### src/rtl/n25q_prog_seq.sv
// n25q_prog_seq: command sequencer for the N25Q byte engine.
// Takes one operation at a time and turns it into the flash byte stream:
// WRITE ENABLE, then the opcode, address and data, then status polling until
// the device reports ready.
//
// Operations (op_code): 0 page program, 1 subsector erase, 2 sector erase,
// 3 bulk erase.
//
// Ports:
//   ifclk, reset          clock (rising edge), synchronous active-high reset
//   op_valid/op_ready     operation handshake; op_code/op_addr/op_len are latched
//                         when the operation is accepted
//   wr_data/wr_valid      program data source; wr_ready marks a consumed byte
//   busy, done, status    progress; status is meaningful while done=1
//                         (0 ok, 1 poll timeout, 2 bad length, 3 device error)
//   eng_req/eng_txd/      byte request to the SPI engine; eng_last releases csb
//   eng_last              after the byte
//   eng_ack/eng_rxd       byte complete, received byte
//
// Build option: define N25Q_FLAG_STATUS_EN to poll READ FLAG STATUS (0x70) and
// report program/erase failures (status 3, followed by CLEAR FLAG STATUS).
// Without it the sequencer polls READ STATUS (0x05) and never reports status 3.
module n25q_prog_seq #(
  parameter int unsigned CS_GAP        = 4,
  parameter int unsigned POLL_INTERVAL = 256,
  parameter int unsigned MAX_POLLS     = 65535
) (
  input  logic        ifclk,
  input  logic        reset,
  input  logic        op_valid,
  output logic        op_ready,
  input  logic [1:0]  op_code,
  input  logic [23:0] op_addr,
  input  logic [8:0]  op_len,
  input  logic [7:0]  wr_data,
  input  logic        wr_valid,
  output logic        wr_ready,
  output logic        busy,
  output logic        done,
  output logic [1:0]  status,
  output logic        eng_req,
  output logic [7:0]  eng_txd,
  output logic        eng_last,
  input  logic        eng_ack,
  input  logic [7:0]  eng_rxd
);

  localparam logic [7:0] OpWren    = 8'h06;
  localparam logic [7:0] OpClrFlag = 8'h50;
`ifdef N25Q_FLAG_STATUS_EN
  localparam logic [7:0] OpPoll    = 8'h70;
`else
  localparam logic [7:0] OpPoll    = 8'h05;
`endif

  localparam logic [1:0] StatOk      = 2'd0;
  localparam logic [1:0] StatTimeout = 2'd1;
  localparam logic [1:0] StatBadLen  = 2'd2;
  localparam logic [1:0] StatDevErr  = 2'd3;

  localparam logic [15:0] GapLoad      = 16'(CS_GAP);
  localparam logic [15:0] IntervalLoad = 16'(POLL_INTERVAL);

  typedef enum logic [3:0] {
    StIdle, StCheck, StWren, StGap1, StCmd, StAddr, StData, StGap2,
    StPollCmd, StPollRd, StPollWait, StClrFlag, StGap3, StDone
  } state_e;

  state_e      state_q, state_d;
  logic [1:0]  code_q, code_d;
  logic [23:0] addr_q, addr_d;
  logic [8:0]  len_q, len_d;
  logic [8:0]  idx_q, idx_d;     // address byte / data byte index
  logic [15:0] cnt_q, cnt_d;     // shared gap / poll interval down-counter
  logic [15:0] poll_q, poll_d;   // completed polls, saturating
  logic [1:0]  status_q, status_d;

  logic        dev_ready, dev_err;
  logic        unused_rxd;

`ifdef N25Q_FLAG_STATUS_EN
  assign dev_ready  = eng_rxd[7];
  assign dev_err    = eng_rxd[5] | eng_rxd[4];
  assign unused_rxd = ^{eng_rxd[6], eng_rxd[3:0]};
`else
  assign dev_ready  = ~eng_rxd[0];
  assign dev_err    = 1'b0;
  assign unused_rxd = ^eng_rxd[7:1];
`endif

  logic        is_prog, is_bulk, len_bad, data_last;
  logic [7:0]  cmd_byte, addr_byte;
  logic [15:0] poll_inc;

  assign is_prog   = (code_q == 2'd0);
  assign is_bulk   = (code_q == 2'd3);
  // A program must stay inside one 256-byte page.
  assign len_bad   = (len_q == 9'd0) || (len_q > 9'd256) ||
                     (({2'b00, addr_q[7:0]} + {1'b0, len_q}) > 10'd256);
  assign data_last = (idx_q == (len_q - 9'd1));
  assign poll_inc  = (poll_q == 16'hFFFF) ? poll_q : (poll_q + 16'd1);

  always_comb begin
    unique case (code_q)
      2'd0:    cmd_byte = 8'h02;
      2'd1:    cmd_byte = 8'h20;
      2'd2:    cmd_byte = 8'hD8;
      default: cmd_byte = 8'hC7;
    endcase
  end

  always_comb begin
    unique case (idx_q[1:0])
      2'd0:    addr_byte = addr_q[23:16];
      2'd1:    addr_byte = addr_q[15:8];
      default: addr_byte = addr_q[7:0];
    endcase
  end

  always_comb begin
    state_d  = state_q;
    code_d   = code_q;
    addr_d   = addr_q;
    len_d    = len_q;
    idx_d    = idx_q;
    cnt_d    = cnt_q;
    poll_d   = poll_q;
    status_d = status_q;
    op_ready = 1'b0;
    busy     = 1'b1;
    done     = 1'b0;
    wr_ready = 1'b0;
    eng_req  = 1'b0;
    eng_txd  = 8'h00;
    eng_last = 1'b0;

    unique case (state_q)
      StIdle: begin
        busy     = 1'b0;
        op_ready = 1'b1;
        if (op_valid) begin
          code_d   = op_code;
          addr_d   = op_addr;
          len_d    = op_len;
          idx_d    = '0;
          poll_d   = '0;
          status_d = StatOk;
          state_d  = StCheck;
        end
      end
      StCheck: begin
        if (is_prog && len_bad) begin
          status_d = StatBadLen;
          state_d  = StDone;
        end else begin
          state_d = StWren;
        end
      end
      StWren: begin
        eng_req  = 1'b1;
        eng_txd  = OpWren;
        eng_last = 1'b1;
        if (eng_ack) begin
          cnt_d   = GapLoad;
          state_d = StGap1;
        end
      end
      StGap1: begin
        cnt_d = cnt_q - 16'd1;
        if (cnt_q <= 16'd1) state_d = StCmd;
      end
      StCmd: begin
        eng_req  = 1'b1;
        eng_txd  = cmd_byte;
        eng_last = is_bulk;
        if (eng_ack) begin
          if (is_bulk) begin
            cnt_d   = GapLoad;
            state_d = StGap2;
          end else begin
            idx_d   = '0;
            state_d = StAddr;
          end
        end
      end
      StAddr: begin
        eng_req  = 1'b1;
        eng_txd  = addr_byte;
        eng_last = !is_prog && (idx_q[1:0] == 2'd2);
        if (eng_ack) begin
          if (idx_q[1:0] == 2'd2) begin
            idx_d = '0;
            if (is_prog) begin
              state_d = StData;
            end else begin
              cnt_d   = GapLoad;
              state_d = StGap2;
            end
          end else begin
            idx_d = idx_q + 9'd1;
          end
        end
      end
      StData: begin
        // An empty source simply withholds the request; csb stays low.
        eng_req  = wr_valid;
        eng_txd  = wr_data;
        eng_last = wr_valid && data_last;
        wr_ready = wr_valid && eng_ack;
        if (wr_valid && eng_ack) begin
          if (data_last) begin
            cnt_d   = GapLoad;
            state_d = StGap2;
          end else begin
            idx_d = idx_q + 9'd1;
          end
        end
      end
      StGap2: begin
        cnt_d = cnt_q - 16'd1;
        if (cnt_q <= 16'd1) state_d = StPollCmd;
      end
      StPollCmd: begin
        eng_req = 1'b1;
        eng_txd = OpPoll;
        if (eng_ack) state_d = StPollRd;
      end
      StPollRd: begin
        eng_req  = 1'b1;
        eng_txd  = 8'h00;
        eng_last = 1'b1;
        if (eng_ack) begin
          poll_d = poll_inc;
          if (dev_ready) begin
            if (dev_err) begin
              status_d = StatDevErr;
              state_d  = StClrFlag;
            end else begin
              status_d = StatOk;
              state_d  = StDone;
            end
          end else if (32'(poll_inc) >= MAX_POLLS) begin
            status_d = StatTimeout;
            state_d  = StDone;
          end else begin
            cnt_d   = IntervalLoad;
            state_d = StPollWait;
          end
        end
      end
      StPollWait: begin
        cnt_d = cnt_q - 16'd1;
        if (cnt_q <= 16'd1) state_d = StPollCmd;
      end
      StClrFlag: begin
        eng_req  = 1'b1;
        eng_txd  = OpClrFlag;
        eng_last = 1'b1;
        if (eng_ack) begin
          cnt_d   = GapLoad;
          state_d = StGap3;
        end
      end
      StGap3: begin
        cnt_d = cnt_q - 16'd1;
        if (cnt_q <= 16'd1) state_d = StDone;
      end
      StDone: begin
        busy    = 1'b0;
        done    = 1'b1;
        state_d = StIdle;
      end
      default: state_d = StIdle;
    endcase
  end

  assign status = status_q;

  always_ff @(posedge ifclk) begin
    if (reset) begin
      state_q  <= StIdle;
      code_q   <= '0;
      addr_q   <= '0;
      len_q    <= '0;
      idx_q    <= '0;
      cnt_q    <= '0;
      poll_q   <= '0;
      status_q <= StatOk;
    end else begin
      state_q  <= state_d;
      code_q   <= code_d;
      addr_q   <= addr_d;
      len_q    <= len_d;
      idx_q    <= idx_d;
      cnt_q    <= cnt_d;
      poll_q   <= poll_d;
      status_q <= status_d;
    end
  end

endmodule

### config.mk
export PLATFORM = sky130hd
export DESIGN_NAME = n25q_prog_seq
export DESIGN_NICKNAME = d
export VERILOG_FILES = /design/src/rtl/n25q_prog_seq.sv
export SDC_FILE = /design/constraint.sdc
export NUM_CORES = 1
export LEC_CHECK = 0
export ABC_AREA = 1
export CAP_MARGIN = 0
export CELL_PAD_IN_SITES_DETAIL_PLACEMENT = 1
export CELL_PAD_IN_SITES_GLOBAL_PLACEMENT = 1
export CORE_MARGIN = 2
export CORE_UTILIZATION = 42
export DETAILED_ROUTE_END_ITERATION = 8
export PLACE_DENSITY = 0.84
export SKIP_LAST_GASP = 1
export SYNTH_ARGS = -nofsm -noshare
export SYNTH_HDL_FRONTEND = slang
export SYNTH_SLANG_ARGS = --single-unit
### constraint.sdc
create_clock -name ifclk -period 4.06 [get_ports ifclk]
set_input_delay 0.609 -clock ifclk [delete_from_list [all_inputs] [get_ports ifclk]]
set_output_delay 0.609 -clock ifclk [all_outputs]
set_load 0.01 [all_outputs]
Run 1, met1 routing:
The bar under the picture is 20 µm long. Supply wires on this layer in grey.
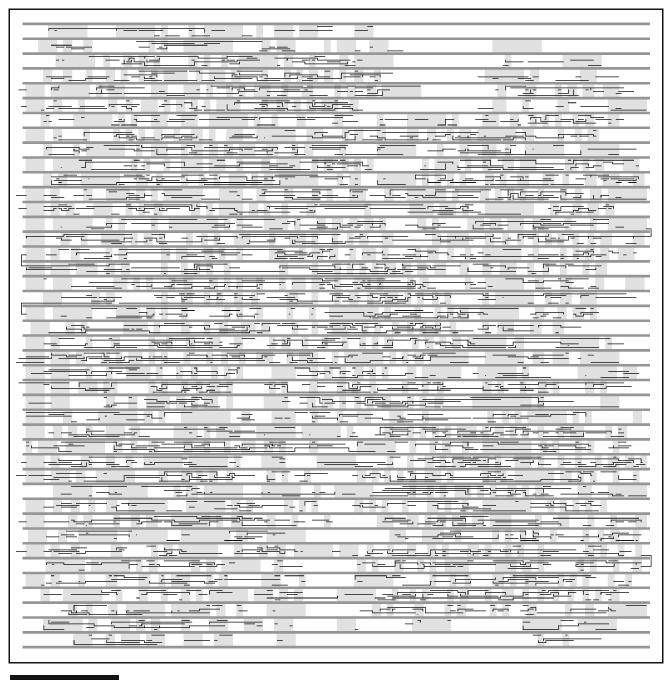
The wires run mostly horizontal. The longest straight run is 36.8 µm. The layer carries 8030 µm of wire. The layer holds 46% of the routed length. 930 nets have wire on it.

Run 1, where the registers sit:
The bar under the picture is 20 µm long. Other sequential cells in the stronger grey, the rest of the logic in the fainter grey.
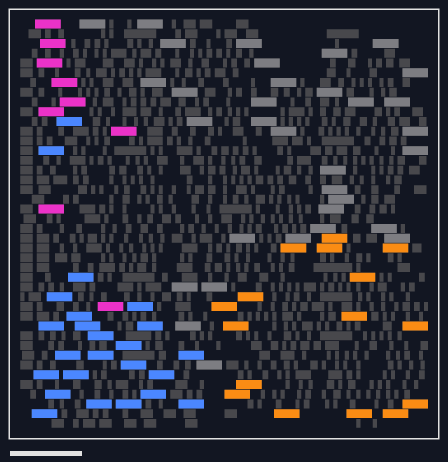
Blue marks `addr_q`, flops 24, where south-west. Orange marks `poll_q`, flops 16. Magenta marks `len_q`, flops 9.
Another 33 sequential cells are not coloured.

Run 1, routing congestion map:
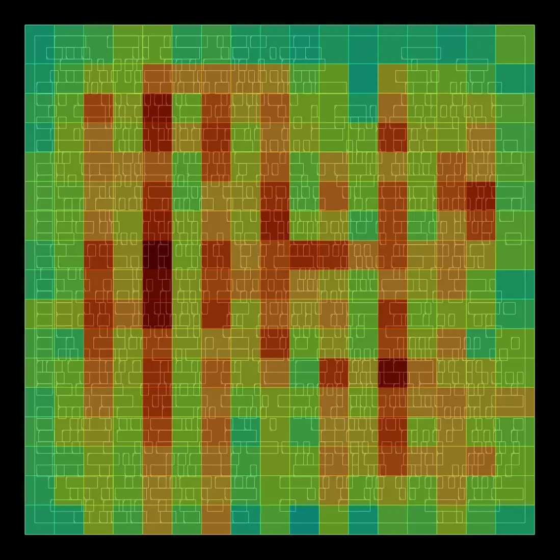
GR peak layer: met2
Core Util, Final: 50.8%
Routed wire per std cell: 15.6 µm
Total Routing Usage GR: 25.1%
met3 GRT Util: 2.57%

==> Slide: Implementation Results, run 1 <==
Key Metrics from the Run

Final layout
  – Final Instance Count excl. Fillers: 1119
  – Sequential cell area: 0.00164 mm²
  – Largest regs: addr_q (24), cnt_q (16), poll_q (16)

Yosys
  – Comb area leader: simple AND/OR/NAND/NOR gates
  – Synth flops: between 80 and 90
  – Synth unique cells: 42
  – Basic Gates by Area: a little over a third
  – # Cells Yosys: ~890
  – Mux frac, synth: 0%
  – Yosys top cell by area: dfxtp_1
  – Avg Inst Size Synth: 6.33 µm²
  – Syn nets: slightly below 1000
  – Yosys top cell by instances: nand2_1

Final timing
  – Clk_skew: between 0.01 and 0.015 ns
  – Rel. slew slack: 34.1%
  – Hold Slack: ~0.45 ns

Placed design
  – Area post-placement: 0.00637 mm²
  – Post-DP HPWL: approximately 13000 µm

Floorplanning
  – Die Y: around 120 µm

Detailed routing
  – Via count: slightly below 6000
  – Metal3 WL: 501 µm
  – Metal-1 WL: between 8000 and 9000 µm

Clocking
  – Root Buffer Master: clkbuf_16
  – Num CTS Buffers: 9
  – Post-CTS resize count: 0

Setup path
  – Max stage delay on crit path: approximately 0.58 ns
  – R2R Path End: idx_q[2]$_SDFFE_PP0P_
  – Crit path buf inv count: 3
  – Slowest cell on crit path: clkdlybuf4s50_1
  – Crit path capture: eng_last
  – Worst-path cell chain: inv_1 -> ha_1 -> inv_1 -> nand2_1 -> nand2_1 -> nand2_1 -> nand2_1 -> nor2_1 -> nand3_1 -> nor2_1 -> nand3_1 -> or2_2 -> o2111ai_1 -> clkdlybuf4s50_1
  – CP arrival: a little under 3 ns
  – Crit. Startpoint: len_q[1]$_SDFFE_PP0P_

Job
  – Log Warnings: roughly 41
  – Maxcap violations: 0

Power and ir drop
  – Leakage: approximately 2.7 nW

Run status
  – Status: finished clean

Hold path
  – Worst Hold Depth: 2

Global route
  – Global route overflow: 0
-- run 1: report_power, final --
group,internal (mW),switching [mW]
logic,0.893,1.53
clock network,0.483,0.376
registers,0.997,0.173
total,2.37,2.08
-- run 1: placed cells by master, fill, tap and decap left out, types with 9 or more instances in the layout --
master / n
nor2_1: 87
ha_1: 21
clkbuf_16: 9
nand3_1: 61
xor2_1: 16
nand4_1: 19
or2_2: 16
a21oi_1: 89
o21ai_0: 50
nand2_2: 13
a21oi_2: 10
dfxtp_1: 82
nor3_1: 11
nand2_1: 228
clkdlybuf4s50_1: 63
o22ai_1: 10
inv_1: 101
-- run 1: layout make-up --
class                   count  share of cell area, %
flip-flops and latches     82                   24.6
well taps                 176                   3.30
inverters                 104                   5.85
multi-input cells         673                   51.7
clock buffers               9                   3.37
clock inverters             6                   1.12
repair buffers             69                   10.1
==> run 2, diff against run 1 <==
- CORE_UTILIZATION: 42 -> 39
- PLACE_DENSITY: 0.84 -> 0.78
- clock period: 4.06 -> 3.71 ns (I/O delays scaled with it)
Run 2, where the registers sit:
The bar under the picture is 20 µm long. Other sequential cells in the stronger grey, the rest of the logic in the fainter grey.
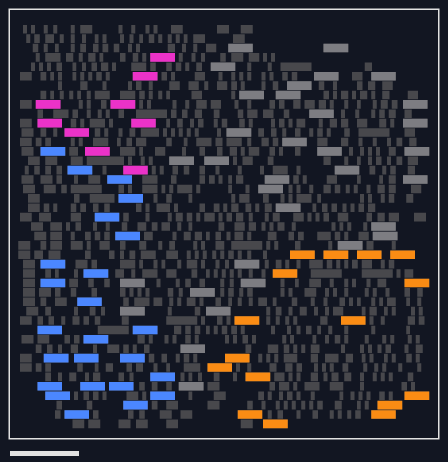
Magenta marks `len_q`, flops 9, where north-west. Orange marks `poll_q`, flops 16. Blue marks `addr_q`, flops 24.

Run 2, met1 routing:
The bar under the picture is 20 µm long. Supply wires on this layer in grey.
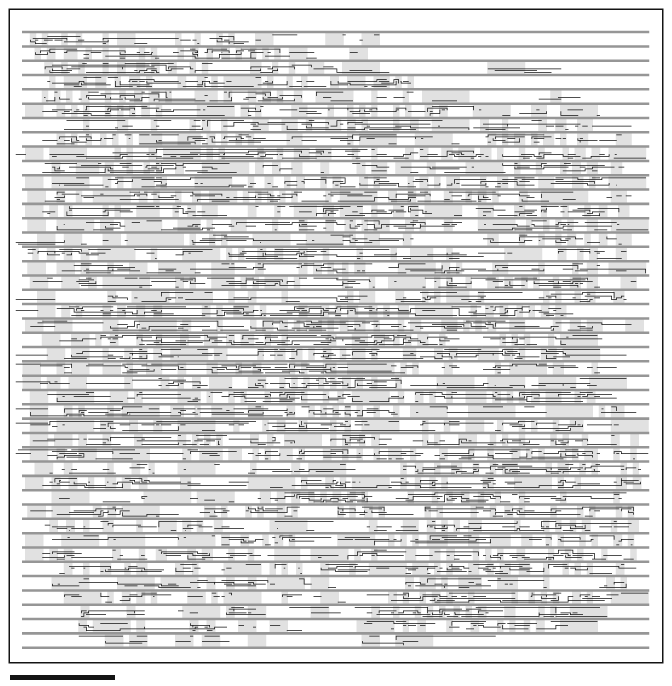
The longest straight run is 40.0 µm. 939 nets have wire on it. The layer holds 46% of the routed length.

==> Slide: Implementation Results, run 2 <==
Key Metrics from the Run

Run status
  – Status: finished clean

Final timing
  – Final hold vios: 0
  – Final min period: roughly 3.5 ns
  – Rel. slew slack: 34.0% (-0.066 points)
  – Fin. max-slew vios: 0
  – Peak Freq: 287 MHz
  – Clk_skew: 0.00687 ns (-0.00315 ns)

Detailed routing
  – Final ANT Viol Nets: 0
  – Via count: 5928 (+1.1%)
  – Routed wire per std cell: 15.6 µm (+0.15%)

Final layout
  – Biggest register: addr_q
  – Clock buffers: 10 (+1)
  – ClkCell Share: 4.64% (+0.14 points)
  – Invs w/o clock: 104 (unchanged)
  – Final instance area: 0.00672 mm²
  – Comb gates: 673 (unchanged)
  – Buffers, non-clock: 72 (+4.3%)
  – Seq Cell Count: 82 (unchanged)
  – Top cells excl fill/tap: nand2_1 (228), inv_1 (101), a21oi_1 (89), nor2_1 (87), dfxtp_1 (82)
  – Largest regs: addr_q (24), cnt_q (16), poll_q (16)
  – Largest cell class by area: logic gates
  – Sequential cell area: 0.00164 mm² (unchanged)
  – Nets: roughly 1000
  – Flop share of the area: 24.4% (-0.15 points)
  – Commonest Layout Cell: nand2_1
  – Area growth, synth to finish: 19.8%
  – Combinational share of cell area: 51.4% (-0.28 points)
  – Buffering overhead: 10.4% (+0.27 points)
  – # diodes: 0

Hold path
  – Worst min path class: register to register
  – Worst Hold Depth: 2 (unchanged)

Clocking
  – Clock Sinks: a little over 80
  – Post-CTS resize count: 0 (unchanged)
  – Root Buffer Master: clkbuf_16
  – Num CTS Buffers: 9 (unchanged)
  – Clk buf depth: 2

Power and ir drop
  – Clock group share of total power: 19.6% (+0.3 points)
  – Gate power share: 54.2% (-0.2 points)
  – Seq pwr share: 26.2% (about the same)
  – P_sw: 2.26 mW (+9.1%)
  – Comb. pwr: 2.65 mW (+9.5%)
  – Leakage: 2.75 nW (+0.86%)
  – Clk. pwr: 0.960 mW (+12%)
  – Seq. pwr: 1.28 mW (+9%)
  – Int Pwr: 2.63 mW (+11%)
  – Sw Share: 46.3% (-0.40 points)
  – Top power group: combinational logic

Yosys
  – # Cells Yosys: 885 (unchanged)
  – Yosys top cell by area: dfxtp_1
  – Synth unique cells: 42 (unchanged)
  – Synth flops: 82 (unchanged)
  – Mux frac, synth: 0% (unchanged)
  – Avg Inst Size Synth: 6.33 µm² (unchanged)
  – Post-synth seq share: 29.3%
  – Mapped cell area: 0.00560 mm²
  – Comb area leader: simple AND/OR/NAND/NOR gates
  – Syn nets: 963 (unchanged)
  – Basic Gates by Area: 35.5% (unchanged)
  – Yosys stat area: ~0.0056 mm²
  – Yosys top cell by instances: nand2_1

Setup path
  – Worst-path cell chain: inv_1 -> ha_2 -> nand2_1 -> o21ai_0 -> nand2_1 -> xor2_1 -> nand3_1 -> or2_2 -> o2111ai_1 -> clkdlybuf4s50_1
  – Crit. Startpoint: len_q[1]$_SDFFE_PP0P_
  – Crit path buf inv count: 2 (-1)
  – Worst reg2reg startpoint: addr_q[0]$_SDFFE_PP0P_
  – WP depth: 10
  – Crit end category: output port
  – Max stage delay on crit path: 0.60 ns (+0.02 ns)
  – CP Data Required Time: 3.15 ns
  – Slowest cell on crit path: clkdlybuf4s50_1
  – Crit path capture: eng_last
  – R2R Path End: state_q[1]$_SDFFE_PP0P_
  – CP arrival: 2.93 ns (-0.04 ns)

Job
  – Maxcap violations: 0 (unchanged)
  – Log Warnings: 41 (unchanged)

Floorplanning
  – Die Y: 124 µm (+3.7%)
  – Tap cell count: 180 (+2.3%)
  – # IOs: between 70 and 80
  – Area of the core: around 0.014 mm²

Placed design
  – Area post-placement: 0.00640 mm² (+0.43%)
  – Post-DP HPWL: 13200 µm (-0.36%)

Global route
  – GR peak layer: met2
  – Global route overflow: 0 (unchanged)
Run 2, routing congestion map:
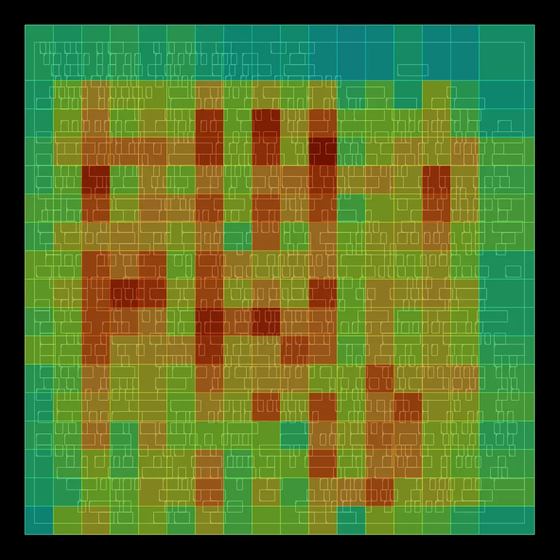
met2 Usage GRT: 41.6%
Core Util, Final: 48.2%
Total Routing Usage GR: 24.2%
met3 GRT Util: 4.49%

[run 2: cell counts after synthesis]
No cell type changed its count.
[run 2: stage by stage]
step / std cells / setup WS [ns] / hold slack, ns
finish: 1127 / 0.227 / 0.455
detailed placement: 1111 / 0.586 / 0.450
global route: 1127 / 0.0197 / 0.475
global placement: 1111 / 0.665 / 0.441
floorplan: 885 / 1.50 / 0.430
CTS: 1127 / 0.186 / 0.460
[run 2: logic make-up (layout without fill, tap and decap cells)]
group                      Yosys count  after routing
AOI/OAI and AO/OA                  176            176
and+or+nand+nor                    454            454
adders and majority gates           22             22
xor gates and xnor gates            21             21
buffers and inverters              130            192
DFF                                 82             82
[run 2: routing by layer]
layer,wire length (µm),vias to the layer above
met3,625,21
li1,-,3015
met2,8470,115
met5,0,-
met4,305,0
met1,8160,2777
==> run 3, diff against run 2 <==
- TNS_END_PERCENT: not set -> 5
Run 3, met1 routing:
The bar under the picture is 20 µm long. Supply wires on this layer in grey.
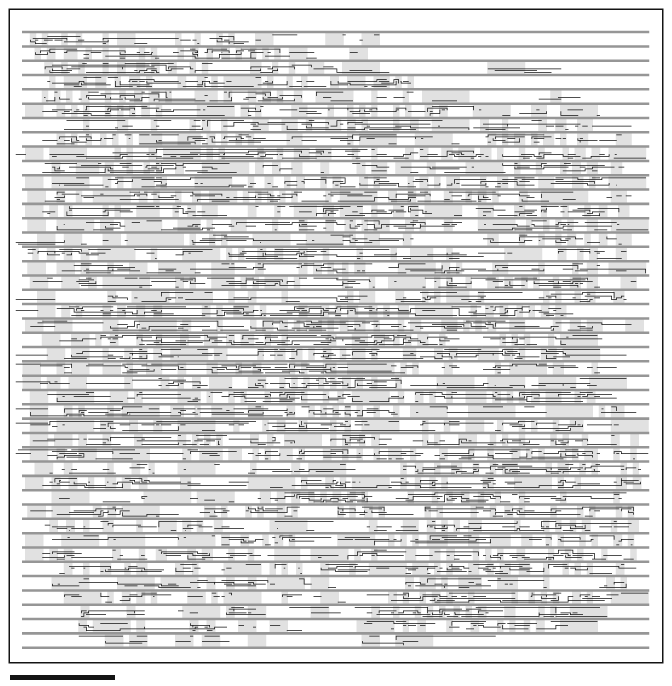
The layer carries 8160 µm of wire. The wires run mostly horizontal. 939 nets have wire on it. The longest straight run is 40.0 µm. The layer holds 46% of the routed length.

Run 3, routing congestion map:
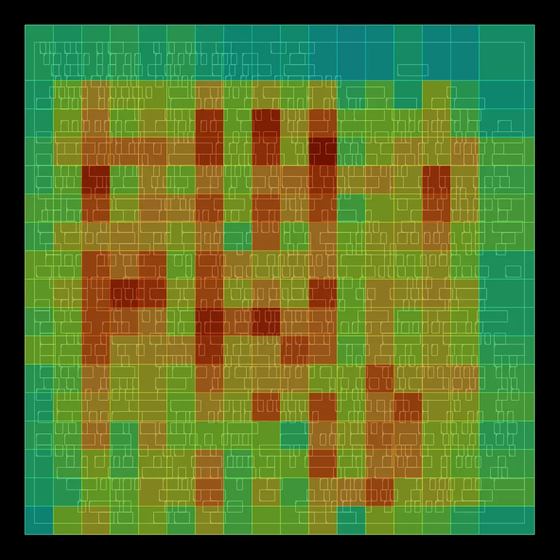
grt met1 use: 30.8%
Routed wire per std cell: 15.6 µm

==> Slide: Implementation Results, run 3 <==
Key Metrics from the Run

Run status
  – Status: finished clean

Clocking
  – Num CTS Buffers: 9 (unchanged)
  – Post-CTS resize count: 0 (unchanged)
  – Clock Sinks: 82 (unchanged)
  – Clk buf depth: 2 (unchanged)

Power and ir drop
  – Clock group share of total power: 19.6% (about the same)
  – Seq pwr share: 26.2% (about the same)
  – Comb. pwr: 2.65 mW (about the same)
  – Gate power share: 54.2% (about the same)
  – P_sw: 2.26 mW (unchanged)
  – Seq. pwr: 1.28 mW (about the same)

Global route
  – Met3 GRT Util: 4.49% (unchanged)
  – Global route overflow: 0 (unchanged)
  – Met2 Usage GRT: 41.6% (unchanged)
  – Total Routing Usage GR: 24.2% (unchanged)
  – GR peak layer: met2

Final layout
  – Biggest register: addr_q
  – Area growth, synth to finish: 19.8% (unchanged)
  – ClkCell Share: 4.64% (unchanged)
  – Core Util, Final: 48.2% (unchanged)
  – Clock buffers: 10 (unchanged)
  – Commonest Layout Cell: nand2_1
  – Largest regs: addr_q (24), cnt_q (16), poll_q (16)
  – Comb gates: 673 (unchanged)
  – # diodes: 0 (unchanged)
  – Top cells excl fill/tap: nand2_1 (228), inv_1 (101), a21oi_1 (89), nor2_1 (87), dfxtp_1 (82)
  – Flop share of the area: 24.4% (unchanged)
  – Buffering overhead: 10.4% (unchanged)
  – Nets: 1020 (unchanged)
  – Combinational share of cell area: 51.4% (unchanged)
  – Largest cell class by area: logic gates

Placed design
  – Post-DP HPWL: 13200 µm (unchanged)
  – Dpl cells: 1111 (unchanged)
  – Pre-CTS WS: 0.586 ns (unchanged)
  – Area post-placement: 0.00640 mm² (unchanged)

Floorplanning
  – Area of the core: 0.0139 mm² (unchanged)
  – # IOs: 72 (unchanged)

Detailed routing
  – Final ANT Viol Nets: 0 (unchanged)
  – Metal3 WL: 625 µm (unchanged)
  – Metal-1 WL: 8160 µm (unchanged)
  – DR WL met2: 8470 µm (unchanged)
  – Uppermost layer routed: met4

Yosys
  – Yosys top cell by instances: nand2_1
  – Yosys top cell by area: dfxtp_1
  – # Cells Yosys: 885 (unchanged)
  – Mapped cell area: 0.00560 mm² (unchanged)
  – Post-synth seq share: 29.3% (unchanged)
  – Syn nets: 963 (unchanged)
  – Synth flops: 82 (unchanged)
  – Yosys stat area: 0.00560 mm² (unchanged)

Setup path
  – CP arrival: 2.93 ns (about the same)
  – Crit end category: output port
  – Worst-path cell chain: inv_1 -> ha_2 -> nand2_1 -> o21ai_0 -> nand2_1 -> xor2_1 -> nand3_1 -> or2_2 -> o2111ai_1 -> clkdlybuf4s50_1
  – Slowest cell on crit path: clkdlybuf4s50_1
  – CP Data Required Time: 3.15 ns (about the same)
  – Crit. Startpoint: len_q[1]$_SDFFE_PP0P_
  – R2R Path End: state_q[1]$_SDFFE_PP0P_
  – Crit path buf inv count: 2 (unchanged)

Final timing
  – PnR worst setup slack: 0.227 ns (unchanged)
  – Final hold vios: 0 (unchanged)
  – Hold Slack: 0.455 ns (unchanged)
  – Fin. max-slew vios: 0 (unchanged)
  – Peak Freq: 287 MHz (unchanged)

Job
  – Maxcap violations: 0 (unchanged)

Hold path
  – Worst Hold Depth: 2 (unchanged)
  – Worst min path class: register to register
Run 3, where the registers sit:
The bar under the picture is 20 µm long. Other sequential cells in the stronger grey, the rest of the logic in the fainter grey.
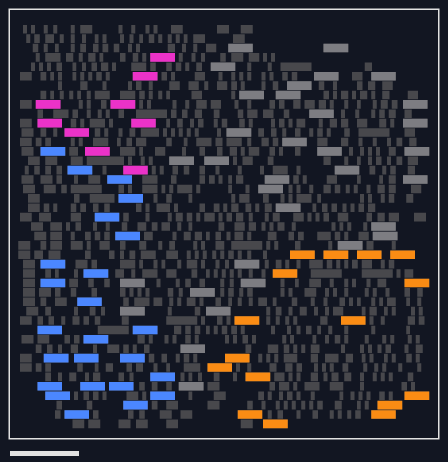
Blue marks `addr_q`, flops 24. Magenta marks `len_q`, flops 9, where north-west. Orange marks `poll_q`, flops 16.

run 3: kinds of logic after synthesis:
| kind of cell | after synthesis | synth area share [%] |
|---|---|---|
| simple gates | 454 | 35.5 |
| compound gates | 176 | 17.6 |
| buf+inv | 130 | 9.22 |
| flops | 82 | 29.3 |
| fa+ha+maj | 22 | 5.05 |
| xor+xnor | 21 | 3.28 |
run 3: worst reg2reg max path: stages, from the launching register on:
cell,delay (ns)
dfxtp_1,0.38
ha_1,0.21
inv_1,0.07
fa_1,0.49
nand2_1,0.07
nor3b_1,0.25
nand4_1,0.12
nor2_1,0.09
nand2_1,0.07
nand2_1,0.07
nand2_1,0.11
nand2_1,0.08
nand2_1,0.08
nand3_1,0.10
nand2_1,0.06
a21oi_1,0.15

==> layout pictures side by side <==
I/O nets highlighted.
The bar under the picture is 20 µm long.
panel A
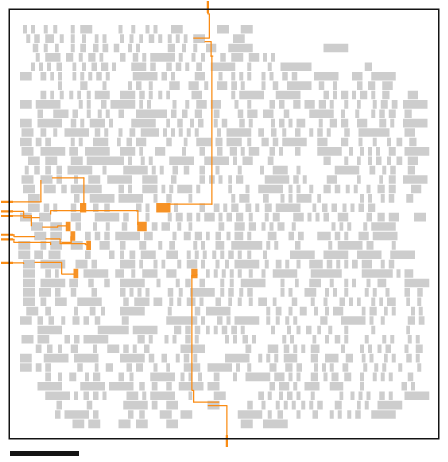
panel B
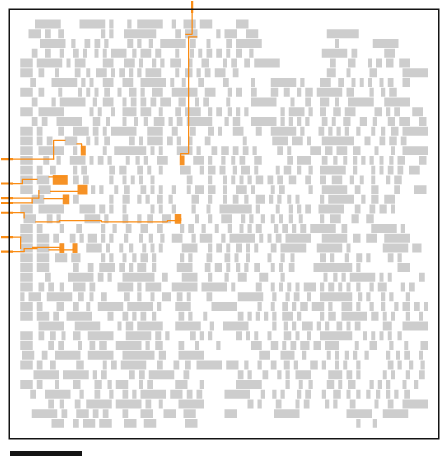
Panel B comes from run 1.
Panel A comes from run 3.

Key to panel B:
Orange marks `wr_data`, direction input, end cells 8, buffers 8, wire 191 µm.

Power and IR drop assume default switching activity.
